## src/rtl/program_loader_pkg.sv

```systemverilog
// Shared types and defaults for the instruction-memory program loader.
package program_loader_pkg;

  localparam int unsigned ADDR_W_DEF = 10;
  localparam int unsigned DEPTH_DEF  = 1024;
  localparam int unsigned INSTR_W    = 16;
  localparam int unsigned BYTE_W     = 8;

  typedef enum logic [2:0] {
    S_IDLE,
    S_HI,
    S_LO,
    S_WRITE,
    S_CHK,
    S_FINISH
  } load_state_t;

endpackage

```

## src/rtl/program_loader_checksum.sv

```systemverilog
// 8-bit XOR accumulator over the loaded byte stream.
module loader_checksum
  import program_loader_pkg::*;
(
  input  logic              clk,
  input  logic              rst,
  input  logic              clr,
  input  logic              en,
  input  logic [BYTE_W-1:0] data,
  output logic [BYTE_W-1:0] sum
);

  // Clear has priority so a new load starts from a zero checksum.
  always_ff @(posedge clk or posedge rst) begin
    if (rst) begin
      sum <= '0;
    end else if (clr) begin
      sum <= '0;
    end else if (en) begin
      sum <= sum ^ data;
    end
  end

endmodule

```

## src/rtl/program_loader.sv

```systemverilog
// Byte-stream program loader: assembles 16-bit words (high byte first),
// writes them to instruction memory from address 0, then verifies an XOR
// checksum byte. The core is held in reset for the duration of the load.
module program_loader
  import program_loader_pkg::*;
#(
  parameter int unsigned ADDR_W = ADDR_W_DEF,
  parameter int unsigned DEPTH  = DEPTH_DEF
) (
  input  logic               CLK,
  input  logic               RST,
  input  logic               START,
  input  logic [ADDR_W:0]    LEN,
  input  logic [BYTE_W-1:0]  BYTE_IN,
  input  logic               BYTE_VALID,
  output logic               BYTE_READY,
  output logic               IM_WE,
  output logic [ADDR_W-1:0]  IM_ADDR,
  output logic [INSTR_W-1:0] IM_DATA,
  output logic               CORE_RST,
  output logic               BUSY,
  output logic               DONE,
  output logic               ERR
);

  localparam logic [ADDR_W:0] LEN_MAX = (ADDR_W+1)'(DEPTH);
  localparam logic [ADDR_W:0] LEN_ONE = (ADDR_W+1)'(1);

  load_state_t state, state_nxt;

  logic [ADDR_W:0]   len_q;
  logic [ADDR_W:0]   len_m1;
  logic [ADDR_W-1:0] cnt_q;
  logic [BYTE_W-1:0] hi_q;
  logic [BYTE_W-1:0] lo_q;
  logic [BYTE_W-1:0] csum;
  logic              err_q;
  logic              core_rst_q;

  logic xfer;
  logic len_ok;
  logic start_ok;
  logic start_bad;
  logic last_word;
  logic csum_ok;
  logic csum_en;

  assign xfer      = BYTE_VALID & BYTE_READY;
  assign len_ok    = (LEN != '0) && (LEN <= LEN_MAX);
  assign start_ok  = (state == S_IDLE) && START && len_ok;
  assign start_bad = (state == S_IDLE) && START && !len_ok;
  assign len_m1    = len_q - LEN_ONE;
  assign last_word = ({1'b0, cnt_q} == len_m1);
  assign csum_ok   = (BYTE_IN == csum);
  assign csum_en   = xfer && ((state == S_HI) || (state == S_LO));

  loader_checksum u_checksum (
    .clk  (CLK),
    .rst  (RST),
    .clr  (start_ok),
    .en   (csum_en),
    .data (BYTE_IN),
    .sum  (csum)
  );

  // State register.
  always_ff @(posedge CLK or posedge RST) begin
    if (RST) begin
      state <= S_IDLE;
    end else begin
      state <= state_nxt;
    end
  end

  // Next-state logic.
  always_comb begin
    state_nxt = state;
    unique case (state)
      S_IDLE:   if (start_ok) state_nxt = S_HI;
      S_HI:     if (xfer) state_nxt = S_LO;
      S_LO:     if (xfer) state_nxt = S_WRITE;
      S_WRITE:  state_nxt = last_word ? S_CHK : S_HI;
      S_CHK:    if (xfer) state_nxt = csum_ok ? S_FINISH : S_IDLE;
      S_FINISH: state_nxt = S_IDLE;
      default:  state_nxt = S_IDLE;
    endcase
  end

  // State-decoded outputs.
  always_comb begin
    BYTE_READY = 1'b0;
    IM_WE      = 1'b0;
    BUSY       = 1'b0;
    DONE       = 1'b0;
    unique case (state)
      S_IDLE:   ;
      S_HI:     begin BYTE_READY = 1'b1; BUSY = 1'b1; end
      S_LO:     begin BYTE_READY = 1'b1; BUSY = 1'b1; end
      S_WRITE:  begin IM_WE = 1'b1; BUSY = 1'b1; end
      S_CHK:    begin BYTE_READY = 1'b1; BUSY = 1'b1; end
      S_FINISH: begin DONE = 1'b1; BUSY = 1'b1; end
      default:  ;
    endcase
  end

  // Datapath: length, word counter, byte latches, error pulse, sticky core reset.
  always_ff @(posedge CLK or posedge RST) begin
    if (RST) begin
      len_q      <= '0;
      cnt_q      <= '0;
      hi_q       <= '0;
      lo_q       <= '0;
      err_q      <= 1'b0;
      core_rst_q <= 1'b0;
    end else begin
      err_q <= start_bad || ((state == S_CHK) && xfer && !csum_ok);
      if (start_ok) begin
        len_q      <= LEN;
        cnt_q      <= '0;
        core_rst_q <= 1'b1;
      end
      if ((state == S_HI) && xfer) hi_q <= BYTE_IN;
      if ((state == S_LO) && xfer) lo_q <= BYTE_IN;
      if ((state == S_WRITE) && !last_word) cnt_q <= cnt_q + ADDR_W'(1);
      // Only a successful load releases the core; a checksum error leaves it held.
      if (state == S_FINISH) core_rst_q <= 1'b0;
    end
  end

  assign IM_ADDR  = cnt_q;
  assign IM_DATA  = {hi_q, lo_q};
  assign ERR      = err_q;
  assign CORE_RST = core_rst_q;

endmodule
```

## config.mk

```make
export PLATFORM = sky130hd
export DESIGN_NAME = program_loader
export DESIGN_NICKNAME = d
export VERILOG_FILES = /design/src/rtl/program_loader_pkg.sv /design/src/rtl/program_loader_checksum.sv /design/src/rtl/program_loader.sv
export SDC_FILE = /design/constraint.sdc
export NUM_CORES = 1
export LEC_CHECK = 0
export CAP_MARGIN = 15
export CORE_AREA = 2 2 81 83
export CTS_BUF_LIST = sky130_fd_sc_hd__clkbuf_8
export CTS_CLUSTER_SIZE = 16
export DETAILED_ROUTE_END_ITERATION = 8
export DIE_AREA = 0 0 83 85
export GPL_TIMING_DRIVEN = 0
export HOLD_SLACK_MARGIN = 0.06
export PLACE_DENSITY_LB_ADDON = 0.05
export REMOVE_ABC_BUFFERS = 1
export SLEW_MARGIN = 40
export SYNTH_ARGS = -nofsm -noshare
export SYNTH_HDL_FRONTEND = slang
export SYNTH_SLANG_ARGS = --single-unit
export TNS_END_PERCENT = 5
```

## constraint.sdc

```tcl
create_clock -name CLK -period 2.9 [get_ports CLK]
set_clock_uncertainty 0.15 [all_clocks]
set_input_delay 0.29 -clock CLK [delete_from_list [all_inputs] [get_ports CLK]]
set_output_delay 0.29 -clock CLK [all_outputs]
set_load 0.02 [all_outputs]
```

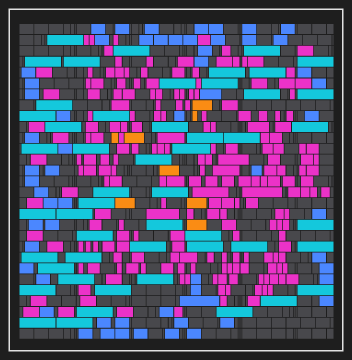
(images/placement_by_type.png)
(4 px per um) Fill, decap, tap and diode cells in grey.
[orange] clock drivers and dummy loads | cells: 8 | share of their area: 2.7%
[cyan] sequential cells | cells: 50 | share of their area: 36%
[blue] remaining buffers and delay cells | cells: 60 | share of their area: 18%
[magenta] combinational and other logic | cells: 209 | share of their area: 43%

==> CHANGELOG.md <==
## Flow update

- Die Area: ~7100 um2
- WL per Instance: 14.1 um
- Synthesized area: 2730 um2
- First-pass GRT wire length: between 9000 and 10000 um
- Startpoint types: flop
- Number of DRC markers in iteration 0: roughly 90
- Cell variety after synth: roughly 51
- Worst reg2reg startpoint: len_q[0]
- Worst setup EP type: flop
- Top logic family: simple AND/OR/NAND/NOR gates
- GP Congestion: 0.732
- XOR Share, Synth: 9.94%
- Latency at later pin: 290 ps
- Arrival @ worst endpoint: between 2000 and 3000 ps
- Top sig layer: met4
- Number of global-route vias before repair: about 2.1k
- Mux frac, synth: 10.7%
- Critical path depth in cells: 10
- Hold Crit Class: in2async
- Reg power frac: approximately two fifths
- Fin Hold WS: 81.2 ps
- Status: completed
- Root buf cell: clkbuf_8
- Reg-to-Reg End: IM_ADDR[3]
- ANT nets after route: 0
- Routing usage on met2: a little under a third
- OpenROAD warning count: 25
- Flip-flops with a built-in enable: 0
- HPWL after DPL: ~4200 um
- Pins Over Slew Limit: 0
- Filler Cells Inserted: 546
- Vias/cell: 5.22
- Hold Vio Cnt, Final: 0
- Most used routing layer: met2
- Antenna violations before repair: 0
- Max Fclk: 0.368 GHz
- Async S/R FF share, synth: 100%
- Port bufs: 54
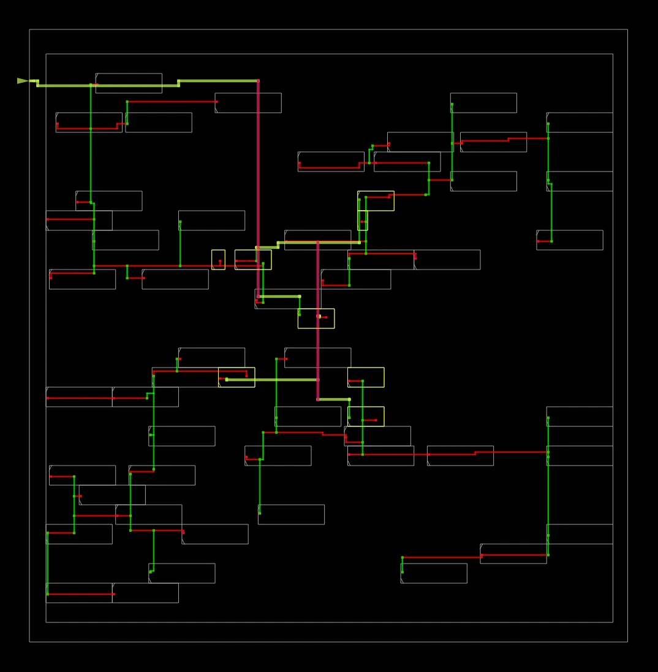
(images/clocks.png)
CTS sink count: 50
clk pwr: 0.412 mW
Seq cells: 50

-- worst reg2reg max path, delay by kind of cell (launching register included) --
kind | cells | cell delay (ps)
buf+inv | 2 | 290
simple gates | 3 | 650
flops | 1 | 450
fa+ha+maj | 1 | 180
compound gates | 4 | 920
-- cell type report --
cell class	instances	share of cell area, %
well taps	77	2.72
clock inverters	2	0.248
repair buffers	60	17.3
clock buffers	6	2.33
multi-input cells	196	40.5
flip-flops and latches	50	35.4
inverters	13	1.45
-- what timing repair did --
item	4_1_cts	5_1_grt
gates resized	3	3
cloned	0	0
setup endpoints to repair	9	10
pin swaps	1	3
setup buffers	2	2
-- sequential cells by signal, summed over array words and instances, names as in the netlist --
signal,cells
len_q,11
IM_ADDR,10
hi_q,8
lo_q,8
u_checksum.sum,8
state,3
CORE_RST,1
ERR,1
-- placed cells by master (no fill, tap or decap), types with 6 or more instances in the layout --
master / Yosys / routed
nand2_1: 26 / 26
xor2_1: 26 / 26
inv_1: 11 / 11
o21ai_1: 11 / 11
nor2_1: 26 / 24
o21ai_0: 7 / 7
mux2_1: 15 / 15
mux2_2: 8 / 8
nand3_1: 8 / 8
dfrtp_1: 50 / 49
nor4_1: 7 / 7
clkdlybuf4s50_1: 0 / 54
clkbuf_8: 0 / 6
-- synth_stat cells (4+ instances only) --
cell      number  area [um2]
a21oi_1        5        25.0
clkbuf_1       7        26.3
dfrtp_1       50        1250
inv_1         11        41.3
mux2_1        15         169
mux2_2         8        90.1
nand2_1       26        97.6
nand2b_1       4        25.0
nand3_1        8        40.0
nor2_1        26        97.6
nor3_1         5        25.0
nor4_1         7        43.8
o21ai_0        7        35.0
o21ai_1       11        55.1
xnor2_1        5        43.8
xor2_1        26         228
Power figures rest on the tool's default switching activity, not on a simulated workload.
